## src/rtl/fc_layer_sequencer.sv

```systemverilog
// Fully-connected layer sequencer: streams weights from a synchronous memory through
// one shared multiply-accumulate and emits a ReLU-saturated byte per neuron.
module fc_layer_sequencer #(
  parameter int N_IN  = 10,
  parameter int N_OUT = 10,
  parameter int ACC_W = 20
) (
  input  logic                             clk,
  input  logic                             reset,
  input  logic                             start,
  input  logic                             abort,
  input  logic [8*N_IN-1:0]                in_vec,
  input  logic [8*N_OUT-1:0]               bias_vec,
  output logic                             wt_en,
  output logic [$clog2(N_IN*N_OUT)-1:0]    wt_addr,
  input  logic [7:0]                       wt_rdata,
  output logic                             busy,
  output logic                             out_valid,
  output logic [$clog2(N_OUT)-1:0]         out_idx,
  output logic [7:0]                       out_data,
  output logic [8*N_OUT-1:0]               out_vec,
  output logic                             done
);

  localparam int JW = (N_IN > 1) ? $clog2(N_IN) : 1;
  localparam int IW = $clog2(N_OUT);

  typedef enum logic [2:0] {IDLE, LOAD, MAC, WRITE, DONE} state_t;

  state_t                   state;
  logic [IW-1:0]            i;
  logic [JW-1:0]            j;
  logic signed [ACC_W-1:0]  acc;
  logic [7:0]               in_r   [N_IN];
  logic [7:0]               bias_r [N_OUT];

  logic signed [16:0]       prod;
  logic signed [ACC_W-1:0]  acc_sum;
  logic [7:0]               result;

  function automatic logic [7:0] relu_sat(input logic signed [ACC_W-1:0] a);
    if (a[ACC_W-1])
      return 8'd0;
    else if (|a[ACC_W-2:8])
      return 8'd255;
    else
      return a[7:0];
  endfunction

  // Unsigned activation times signed weight, both widened to 17 bits so the product is exact.
  // NOTE: every signal assigned in always_comb gets a value on every path, so no latch is inferred.
  always_comb begin
    prod    = $signed({9'd0, in_r[j]}) * $signed({{9{wt_rdata[7]}}, wt_rdata});
    acc_sum = acc + {{(ACC_W-17){prod[16]}}, prod};
    result  = relu_sat(acc_sum);
  end

  assign busy = (state != IDLE);

  // Outputs are registered: each is set on the edge that enters the state in which it is seen.
  // NOTE: sequential state uses non-blocking assignments so every register samples pre-edge values.
  // NOTE: the in_r/bias_r operand captures have no reset; they are always loaded before use.
  always_ff @(posedge clk or posedge reset) begin
    if (reset) begin
      state     <= IDLE;
      i         <= '0;
      j         <= '0;
      acc       <= '0;
      wt_en     <= 1'b0;
      wt_addr   <= '0;
      out_valid <= 1'b0;
      out_idx   <= '0;
      out_data  <= '0;
      out_vec   <= '0;
      done      <= 1'b0;
    end else begin
      wt_en     <= 1'b0;
      out_valid <= 1'b0;
      done      <= 1'b0;
      if (abort && state != IDLE) begin
        state <= IDLE;
      end else begin
        case (state)
          IDLE: begin
            if (start && !abort) begin
              for (int k = 0; k < N_IN; k++)  in_r[k]   <= in_vec[8*k +: 8];
              for (int k = 0; k < N_OUT; k++) bias_r[k] <= bias_vec[8*k +: 8];
              i       <= '0;
              wt_en   <= 1'b1;
              wt_addr <= '0;
              state   <= LOAD;
            end
          end
          LOAD: begin
            acc <= {{(ACC_W-8){bias_r[i][7]}}, bias_r[i]};
            j   <= '0;
            if (N_IN > 1) begin
              wt_en   <= 1'b1;
              wt_addr <= wt_addr + 1'b1;
            end
            state <= MAC;
          end
          MAC: begin
            acc <= acc_sum;
            if (j == JW'(N_IN-1)) begin
              out_valid             <= 1'b1;
              out_idx               <= i;
              out_data              <= result;
              out_vec[8*i +: 8]     <= result;
              state                 <= WRITE;
            end else begin
              j <= j + 1'b1;
              if (j < JW'(N_IN-2)) begin
                wt_en   <= 1'b1;
                wt_addr <= wt_addr + 1'b1;
              end
            end
          end
          WRITE: begin
            if (i == IW'(N_OUT-1)) begin
              done  <= 1'b1;
              state <= DONE;
            end else begin
              // Addresses are contiguous, so the next neuron's row starts one past the last read.
              i       <= i + 1'b1;
              wt_en   <= 1'b1;
              wt_addr <= wt_addr + 1'b1;
              state   <= LOAD;
            end
          end
          DONE:    state <= IDLE;
          default: state <= IDLE;
        endcase
      end
    end
  end

endmodule

```

## config.mk

```make
export PLATFORM = sky130hd
export DESIGN_NAME = fc_layer_sequencer
export DESIGN_NICKNAME = d
export VERILOG_FILES = /design/src/rtl/fc_layer_sequencer.sv
export SDC_FILE = /design/constraint.sdc
export NUM_CORES = 1
export LEC_CHECK = 0
export ABC_AREA = 1
export CAP_MARGIN = 20
export CORE_MARGIN = 2
export CORE_UTILIZATION = 53
export CTS_CLUSTER_SIZE = 40
export DETAILED_ROUTE_END_ITERATION = 12
export GPL_TIMING_DRIVEN = 0
export PLACE_DENSITY = 0.8
export SYNTH_ARGS = -nofsm -noshare
export SYNTH_HDL_FRONTEND = slang
export SYNTH_SLANG_ARGS = --single-unit
```

## constraint.sdc

```tcl
create_clock -name clk -period 10.9 [get_ports clk]
set_input_delay 2.725 -clock clk [delete_from_list [all_inputs] [get_ports clk]]
set_output_delay 2.725 -clock clk [all_outputs]
set_load 0.05 [all_outputs]
```

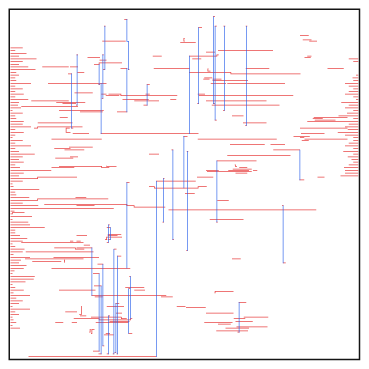
Run 1: routed metal, one color a layer
Drawn at 2 px/µm. Only two layers are drawn.
color	layer	wire length
blue	metal 4	1,150 µm
red	metal 3	2,910 µm
DRT Wirelength: 41.1 mm
GRT Total Usage: 27.3%

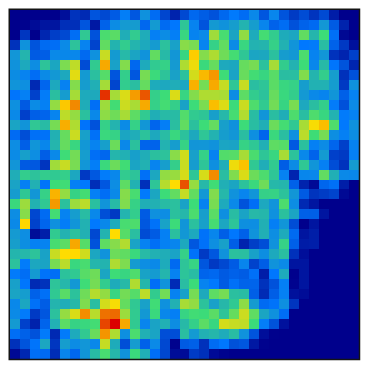
Run 1: wire density map
Drawn at 2 px/µm. 35 x 35 tiles, from dark blue (low) to red (high), scaled to the fullest tile. Values are wire area over tile area, all layers added.
emptiest ninth of the die	lower right
nearly empty tiles	9.7%
fullest tile	0.65
mean over tiles	0.22
tiles over half the peak	20%
DR WL/cell: 17.7 µm
via count: 12.8k

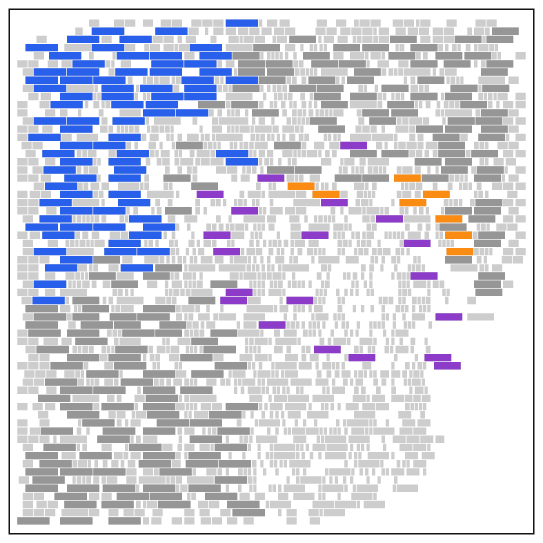
Run 1: sequential cells grouped by signal name
Drawn at 3 px/µm.
color	signal	flops
blue	bias_r	80
orange	out_data	8
purple	acc	20
final core occ: 68.8%
Seq/total area: 41.3%
sequential cell area: 8130 µm²

==> impl_metrics.ini, run 1 <==
; synthesis and place-and-route metrics
[status]
run_status = finished clean

[flow_run]
warning_count = 29
cap_violations = 0

[clocking]
cts.path.max_buffers = 3
holdBufCountCts = 0
root_buffer = clkbuf_16
cts-resized-gates = 0
cts_tree = done
clk_latency_ps = 570
cts_sinks = 293
cts_setup_buffers = 0

[sta]
fin_skew_ps = 28.6
max_freq_ghz = 0.113
fin_crit_ps = 8870
rsz0062_at_grt = false
slew_viol_final = 0
slew_headroom_pct = 49.3
finalHoldViolations = 0
period_used_pct = 81.4
layout_setup_ws_ps = 2030

[global_route]
grt_pass1_wl_mm = 66.5
grt_pass1_vias = 12914
grt_antenna_before_repair = 1
grt_max_degree = 73
overflow = 0

[yosys]
syn_area_per_cell_um2 = 9.61
ys_area_um2 = 15400
edf_count = 160
top_area_share_pct = 31.2
synth_area_um2 = 15400
yosysTopAreaCell = edfxtp_1
synth.yosys.seq_area_share_pct = 52.9
area_leaders = edfxtp_1, dfrtp_1, nor2_1
top_cells_by_count = nor2_1, nand2_1, inv_1
ys_warn_count = 0
yosysUniqueCellTypes = 49
top_cell = nor2_1
synth_nets = 1879
async_reset_ff_share_pct = 45.4
ys_ff = 293
synth-main-ff-cell = edfxtp_1
yosys_cells = 1600
synth_cells = 1600

[min_path]
min_delay_path_depth = 2
holdCritStartpoint = out_vec[9]
hp-class = reg -> reg
hold_end = out_vec[9]

[place]
placed_area_um2 = 18700
placed_cells = 2263
io_buffers = 274
dp_hpwl_mm = 30.9
place_congestion = 0.927

[critical_path]
cp_data_required_time_ps = 11340
crit_fanout = 8
reg2reg_slack_ps = 2730
worstSetupStartpointType = primary input
crit_arrival_ps = 9310
slowest_stage = fa_1

[floorplan]
io_pins = 275
fp_util_pct = 53.7
die_height_um = 174
die_area_um2 = 30400
core_area_um2 = 28600

[routing]
viasPerCell = 5.52
final_antenna_net_count = 0
drt_pass1_iterations = 5
drt_iter0_drc = 1077

[final_layout]
areaGrowthSynthToFinish_pct = 28.1
instances_no_fill = 2320
comb_area_um2 = 6310
final_nets = 2190
drive_gt1_share_pct = 6.56
fill_cells = 2124
-- run 1: registers in the layout (all words and copies together) (netlist names), 3 cells and up --
name / count
in_r: 80
out_vec: 80
i: 4
bias_r: 80
state: 3
acc: 20
out_data: 8
wt_addr: 7
j: 4
out_idx: 4
-- run 1: cell usage in the layout, fill, tap and decap left out, types with 31 or more instances in the layout --
cell	synthesis	layout
nand3_1	85	85
clkbuf_1	28	34
inv_1	168	167
a21oi_1	106	106
clkbuf_16	0	31
o21ai_0	104	104
ha_1	69	69
dfrtp_1	133	133
fa_1	38	38
clkdlybuf4s50_1	0	274
edfxtp_1	160	160
nand2_1	251	251
nor2_1	259	258
-- run 1: cell type report --
cell class | instances | share of cell area [%]
sequential | 293 | 41.3
multi-input combinational | 1071 | 32.0
timing repair buffer | 279 | 14.5
clock buffer | 46 | 4.59
inverter | 184 | 3.54
tap | 384 | 2.44
buffer | 52 | 1.28
clock inverter | 10 | 0.362
antenna | 1 | 0.0127
-- run 1: layer usage --
layer  track usage, %  wire (µm)  up-vias
li1                 -          -     5991
met1             36.8      17000     6223
met2             45.7      20000      520
met3             4.44       2910       77
met4             8.19       1150        0
met5                0          0        -
-- run 1: worst max-delay path: cells and delay by family --
kind                       cells  cell delay (ps)
xor gates and xnor gates       1              130
buffers and inverters          6             1060
AOI/OAI and AO/OA              4              550
adders and majority gates      6             2820
and+or+nand+nor               15             2030
-- run 1: stage by stage --
stage                     setup TNS [ps]  hold WS (ps)
after CTS                              0           487
after global routing                   0           509
final                                  0           485
after global placement           -318360           463
after floorplan                        0           459
after detailed placement               0           470
-- run 1: cell families after synthesis --
kind of cell	count (synthesis)	share of synthesized area [%]
xor gates and xnor gates	21	1.20
buffers and inverters	236	6.14
AOI/OAI and AO/OA	271	9.81
adders and majority gates	107	10.6
DFF	293	52.9
and+or+nand+nor	672	19.4
-- run 1: worst max-delay path by stage --
stage	startpoint	end	slack [ps]
after floorplan	abort	bias_r[0][0]	620
after global placement	abort	in_r[8][7]	-2010
after detailed placement	wt_rdata[7]	out_vec[50]	1480
after CTS	wt_rdata[7]	out_vec[23]	2040
after global routing	wt_rdata[7]	out_vec[23]	1470
final	wt_rdata[7]	out_vec[34]	2030
Run 1, cell outlines without signal wires:
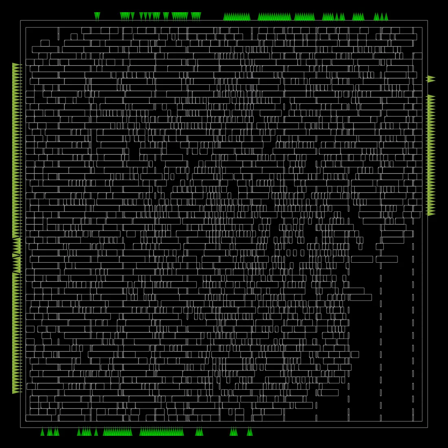

==> inputs of run 2 (changes only) <==
--- a/config.mk
+++ b/config.mk
@@ -8,11 +8,11 @@
 export ABC_AREA = 1
 export CAP_MARGIN = 20
 export CORE_MARGIN = 2
-export CORE_UTILIZATION = 53
+export CORE_UTILIZATION = 48
 export CTS_CLUSTER_SIZE = 40
 export DETAILED_ROUTE_END_ITERATION = 12
 export GPL_TIMING_DRIVEN = 0
-export PLACE_DENSITY = 0.8
+export PLACE_DENSITY = 0.77
 export SYNTH_ARGS = -nofsm -noshare
 export SYNTH_HDL_FRONTEND = slang
 export SYNTH_SLANG_ARGS = --single-unit
==> constraint.sdc (replaced) <==
create_clock -name clk -period 7.4 [get_ports clk]
set_input_delay 1.85 -clock clk [delete_from_list [all_inputs] [get_ports clk]]
set_output_delay 1.85 -clock clk [all_outputs]
set_load 0.05 [all_outputs]
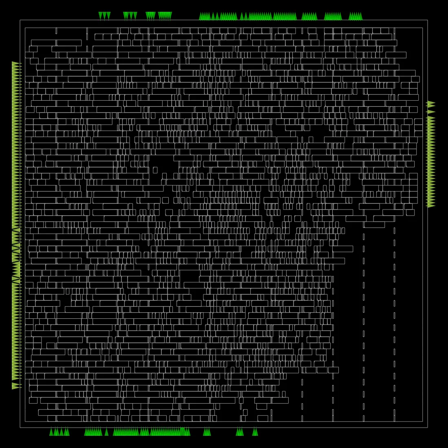
Run 2: cell outlines without signal wires
total core area: 31,600 µm²
Seq/total area: 40.0%
well tap count: 402
final core occ: 64.5%

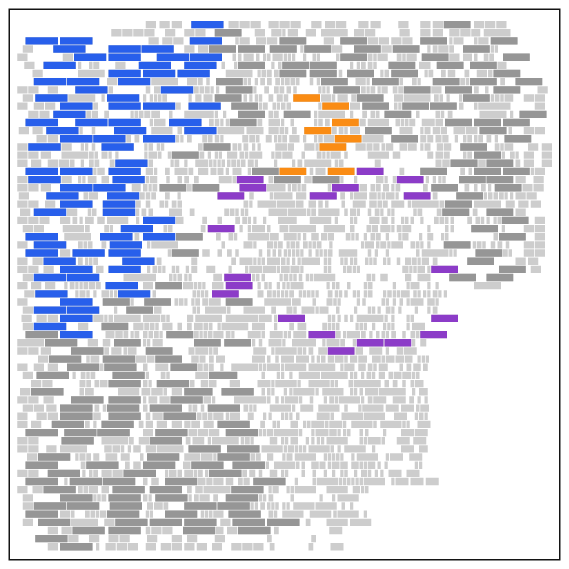
Run 2: sequential cells grouped by signal name
Drawn at 3 px/µm.
color	signal	flops
blue	bias_r	80
orange	out_data	8
purple	acc	20
sequential cell area: 8140 µm²

==> run 2 against run 1 <==
Effect of this change:
- clock skew grew 5.8 ps
- sequential share of layout area decreased by 1.3 points
- synthesized cell count unchanged
- utilization shrank 4.3 points
- die area is 10% higher
- design area is 3.3% higher
- worst hold slack got worse by 0.90 ps
- area after synthesis unchanged
==> impl_metrics.ini, run 2 <==
; synthesis and place-and-route metrics
[yosys]
synth-main-ff-cell = edfxtp_1
yosys_cells = 1600
syn_area_per_cell_um2 = 9.61
yosysUniqueCellTypes = 49
edf_count = 160
top_cell = nor2_1
synth_nets = 1879
synth_cells = 1600
ys_warn_count = 0
top_cells_by_count = nor2_1, nand2_1, inv_1
ys_ff = 293
area_leaders = edfxtp_1, dfrtp_1, nor2_1
async_reset_ff_share_pct = 45.4
synth_area_um2 = 15400
synth.yosys.seq_area_share_pct = 52.9
yosysTopAreaCell = edfxtp_1
top_area_share_pct = 31.2
ys_area_um2 = 15400

[clocking]
cts_buffers = 30
root_buffer = clkbuf_16
cts.path.max_buffers = 3
cts_tree = done
holdBufCountCts = 0
htree_levels = 1
clk_latency_ps = 580
clkTransAtPathRegs_ps = 60
cts_sinks = 293

[global_route]
grt_antenna_before_repair = 0
grt_pass1_vias = 12727
grt_pass1_wl_mm = 65.0
overflow = 0
grt_use_total_pct = 24.4
grt_max_degree = 100

[routing]
final_antenna_net_count = 0
wirelength_mm = 41.7
drt_pass1_iterations = 5
drc = 0
wire_per_inst_um = 17.6
viasPerCell = 5.42
drt_iter0_drc = 878
vias = 12835

[critical_path]
critPathCaptureType = flop
timing_worst_setup_path_type = in -> reg
slowest_stage = fa_1
crit_arrival_ps = 7670
cpLargestDelayFamily = adder cells
worstSetupStartpointType = primary input
crit_buf_inv = 7
crit_fanout = 7
cp_data_required_time_ps = 7910
slowest_delay_ps = 580

[place]
place_congestion = 0.877
io_buffers = 274
dp_hpwl_mm = 31.1
placed_area_um2 = 18700

[floorplan]
die_height_um = 183
io_pins = 275
fp-row-count = 65
fp_util_pct = 48.7
die_area_um2 = 33500
die_w_um = 183

[sta]
fin_skew_ps = 34.4
fin_setup_tns_ps = 0
period_used_pct = 96.7
hold-worst-slack_ps = 484
max_freq_ghz = 0.140
slew_headroom_pct = 45.3
fin_crit_ps = 7150
tightest_slew_ps = 818
finalHoldViolations = 0
setup_violations = 0
slew_viol_final = 0

[flow_run]
warning_count = 29
cap_violations = 0

[final_layout]
fin_area_um2 = 20300
comb_area_um2 = 6610
layout_top_cell = clkdlybuf4s50_1
final_nets = 2226
diodes = 0
areaGrowthSynthToFinish_pct = 32.3
top_regs = bias_r: 80 flops, in_r: 80 flops, out_vec: 80 flops
layout_top_cells = clkdlybuf4s50_1, nor2_1, nand2_1, edfxtp_1, inv_1
fill_cells = 2470
drive_gt1_share_pct = 12.3

[min_path]
hp-class = reg -> reg

[status]
run_status = finished clean
## run 2: cell counts after synthesis
Identical to the previous run, type by type.
## run 2: final cells by class
type,instances,share of cell area (%)
Timing Repair Buffer,316,15.4
Multi-Input combinational cell,1071,32.5
Buffer,51,1.51
Clock buffer,33,3.74
Tap cell,402,2.47
Clock inverter,20,0.953
Sequential cell,293,40.0
Inverter,184,3.50
## run 2: through the flow
stage / setup slack [ps] / instances
floorplan: 194 / 1600
global placement: -1160 / 2276
detailed placement: -1190 / 2281
CTS: 32.0 / 2344
global route: -125 / 2370
finish: 246 / 2370
## run 2: worst reg2reg max path: cells and delay by family, from the launching register on
family,cells,cell delay (ps)
compound gates,6,1010
buf+inv,8,800
simple gates,22,2110
flops,1,470
xor+xnor,1,180
fa+ha+maj,6,2580
## run 2: layer usage
| metal | vias to the layer above | share of wire [%] | track usage [%] |
|---|---|---|---|
| met3 | 99 | 7.4 | 4.19 |
| met1 | 6161 | 41 | 31.9 |
| met5 | - | 0 | 0 |
| met4 | 0 | 3.2 | 7.36 |
| met2 | 524 | 49 | 41.8 |
| li1 | 6051 | - | - |
## run 2: cell families (layout without fill, tap and decap cells)
family	Yosys count	after routing	share of synthesized area (%)
flip-flops	293	293	52.9
buffers and inverters	236	604	6.14
adder cells (fa/ha/maj)	107	107	10.6
XOR/XNOR	21	21	1.20
AND/OR/NAND/NOR	672	672	19.4
AND-OR/OR-AND	271	271	9.81
## run 2: repair_timing
| action | 4_1_cts | 5_1_grt |
|---|---|---|
| cloned | 0 | 1 |
| setup endpoints to repair | 90 | 89 |
| gates resized | 39 | 123 |
| buffers inserted | 11 | 25 |
| pin swaps | 16 | 47 |
## run 2: path summary, 6_finish.rpt
path                             start     endpoint  slack (ps)  cells after the start
setup / recovery           wt_rdata[7]  out_vec[12]         250                     38
hold / removal             out_data[1]  out_data[1]         480                      2
setup reg to reg                  j[0]  out_vec[12]         250                     43
hold reg to reg            out_data[1]  out_data[1]         480                      2
max in group asynchronous        reset  out_vec[60]        4860                      3
min in group asynchronous        reset         i[2]        1740                      2
Run 2, wires at chosen ports, followed through buffers:
Drawn at 2 px/µm.
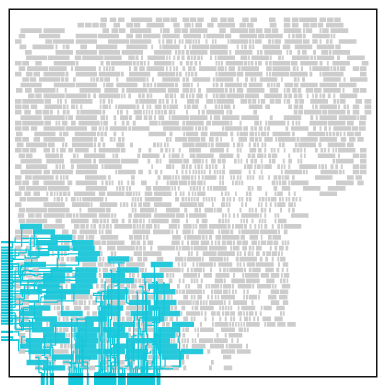

==> inputs of run 3 (changes only) <==
--- a/config.mk
+++ b/config.mk
@@ -7,7 +7,7 @@
 export LEC_CHECK = 0
 export ABC_AREA = 1
 export CAP_MARGIN = 20
-export CORE_MARGIN = 2
+export CORE_MARGIN = 3
 export CORE_UTILIZATION = 48
 export CTS_CLUSTER_SIZE = 40
 export DETAILED_ROUTE_END_ITERATION = 12
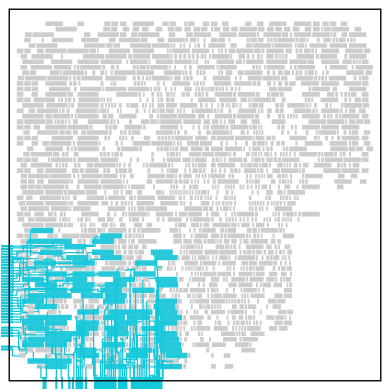
Run 3: wires at chosen ports, followed through buffers
Drawn at 2 px/µm.
color	port	bits	direction	edge	end cells	buffers	wire
cyan	in_vec	80	input	45 bottom, 35 left	80	80	2,600 µm

==> run 3 against run 2 <==
Effect of this change:
- register-to-register slack improved by 20 ps
- worst setup slack improved by 19 ps
- sequential share of layout area decreased by 0.13 points
- sequential cell count unchanged
- non-clock buffer count decreased by 6
- critical path type unchanged
==> impl_metrics.ini, run 3 <==
; synthesis and place-and-route metrics
[routing]
final_antenna_net_count = 0
vias = 12750
drc = 0
wire_per_inst_um = 18.0
drt_pass1_iterations = 7
viasPerCell = 5.40
wirelength_mm = 42.4
drt_iter0_drc = 943

[global_route]
grt_max_degree = 103
grt_pass1_vias = 12902
grt_pass1_wl_mm = 66.1
grt_antenna_before_repair = 1
overflow = 0
grt_use_total_pct = 24.2

[sta]
max_freq_ghz = 0.140
slew_viol_final = 0
setup_violations = 0
fin_crit_ps = 7140
fin_skew_ps = 61.7
tightest_slew_ps = 750
slew_headroom_pct = 49.9
period_used_pct = 96.4
finalHoldViolations = 0

[critical_path]
crit_arrival_ps = 7540
timing_worst_setup_path_type = in -> reg
cp_data_required_time_ps = 7810
crit_path_end = out_vec[71]
cpMostUsedCell = fa_1
reg2reg_to = out_vec[71]
critPathCaptureType = flop
crit_fanout = 5
slowest_delay_ps = 550
slowest_stage = fa_1
worstSetupStartpointType = primary input
critPathLaunch = wt_rdata[7]
r2r_cells = 38
reg2reg_slack_ps = 270
reg2reg_from = j[1]

[clocking]
htree_levels = 1
cts_buffers = 30
holdBufCountCts = 0
root_buffer = clkbuf_16
clkTransAtPathRegs_ps = 60
cts_sinks = 293
cts.path.max_buffers = 3
cts_tree = done
clk_latency_ps = 600

[yosys]
yosys_cells = 1600
top_area_share_pct = 31.2
ys_warn_count = 0
ys_ff = 293
edf_count = 160
ys_area_um2 = 15400
synth_area_um2 = 15400
synth-main-ff-cell = edfxtp_1
async_reset_ff_share_pct = 45.4
synth_cells = 1600
yosysTopAreaCell = edfxtp_1
top_cells_by_count = nor2_1, nand2_1, inv_1
area_leaders = edfxtp_1, dfrtp_1, nor2_1
syn_area_per_cell_um2 = 9.61
yosysUniqueCellTypes = 49
top_cell = nor2_1
synth_nets = 1879
synth.yosys.seq_area_share_pct = 52.9

[place]
io_buffers = 274
dp_hpwl_mm = 31.6
place_congestion = 0.927
placed_area_um2 = 18700

[final_layout]
fin_area_um2 = 20400
layout_top_cells = clkdlybuf4s50_1, nor2_1, nand2_1, edfxtp_1, inv_1
drive_gt1_share_pct = 13.0
top_regs = bias_r: 80 flops, in_r: 80 flops, out_vec: 80 flops
layout_top_cell = clkdlybuf4s50_1
final_nets = 2220
areaGrowthSynthToFinish_pct = 32.7

[status]
run_status = finished clean

[flow_run]
cap_violations = 0
warning_count = 31

[floorplan]
die_area_um2 = 34200
core_area_um2 = 31100
io_pins = 275
die_height_um = 185
die_w_um = 185
fp-row-count = 64
fp_util_pct = 49.5

[min_path]
hp-class = reg -> reg
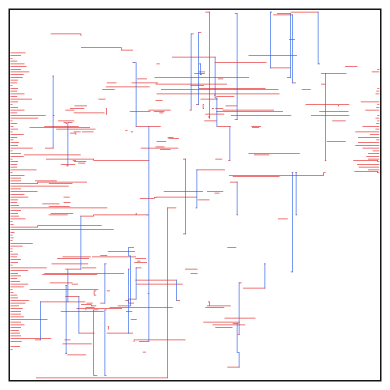
Run 3: routed metal, one color a layer
Drawn at 2 px/µm. Only two layers are drawn.
color	layer	wire length
red	metal 3	2,930 µm
blue	metal 4	1,180 µm

run 3: worst min-delay path by stage:
stage,endpoint,from,depth (start not counted),slack (ps)
after global routing,out_vec[73],out_vec[73],2,510
after global placement,out_vec[7],out_vec[7],2,460
after floorplan,acc[0],acc[0],2,460
after CTS,out_vec[7],out_vec[7],2,480
after detailed placement,out_vec[7],out_vec[7],2,460
final,out_vec[7],out_vec[7],2,480
run 3: routing by layer:
| metal | up-vias | wire length [µm] | part of all wire, % | track usage (%) |
|---|---|---|---|---|
| met5 | - | 0 | 0 | 0 |
| li1 | 6057 | - | - | - |
| met4 | 0 | 1180 | 2.8 | 6.54 |
| met1 | 6101 | 17500 | 41 | 32.1 |
| met3 | 83 | 2930 | 6.9 | 4.12 |
| met2 | 509 | 20800 | 49 | 41.4 |
run 3: cell type report:
| cell class | count | area (µm²) |
|---|---|---|
| diodes | 1 | 2.50 |
| plain buffers | 49 | 302 |
| clock buffers | 46 | 871 |
| clock inverters | 10 | 135 |
| fillers | 2356 | 10700 |
| inverters | 184 | 709 |
| multi-input cells | 1071 | 6640 |
| flip-flops and latches | 293 | 8140 |
| well taps | 396 | 495 |
| repair buffers | 312 | 3120 |
run 3: metrics by stage:
step	setup WS (ps)	TNS (ps)	hold WS, ps	instances	util [%]
after floorplan	194	0	459	1600	-
after global placement	-1260	-290620	463	2270	59.9
after detailed placement	-1170	-98450	465	2275	60.3
after CTS	0.744	0	480	2340	64.4
after global routing	-100	-2140	508	2362	65.7
final	265	0	479	2362	65.7
run 3: kinds of logic (layout without fill, tap and decap cells):
family	Yosys count	after routing	synth area share, %
AOI/OAI and AO/OA	271	271	9.81
xor gates and xnor gates	21	21	1.20
adders and majority gates	107	107	10.6
buffers and inverters	236	601	6.14
DFF	293	293	52.9
other	0	1	0
and+or+nand+nor	672	672	19.4
run 3: critical path, delay by kind of cell:
| family | cells | cell delay [ps] |
|---|---|---|
| adder cells (fa/ha/maj) | 6 | 2600 |
| AND-OR/OR-AND | 4 | 460 |
| XOR/XNOR | 1 | 170 |
| buffers and inverters | 7 | 600 |
| AND/OR/NAND/NOR | 15 | 1850 |
run 3: repair_timing:
action                                  4_1_cts  5_1_grt
setup buffers                                11       21
gates resized                                54      127
cloned                                        0        1
pin swaps                                    26       61
endpoints found under the setup margin       90       88
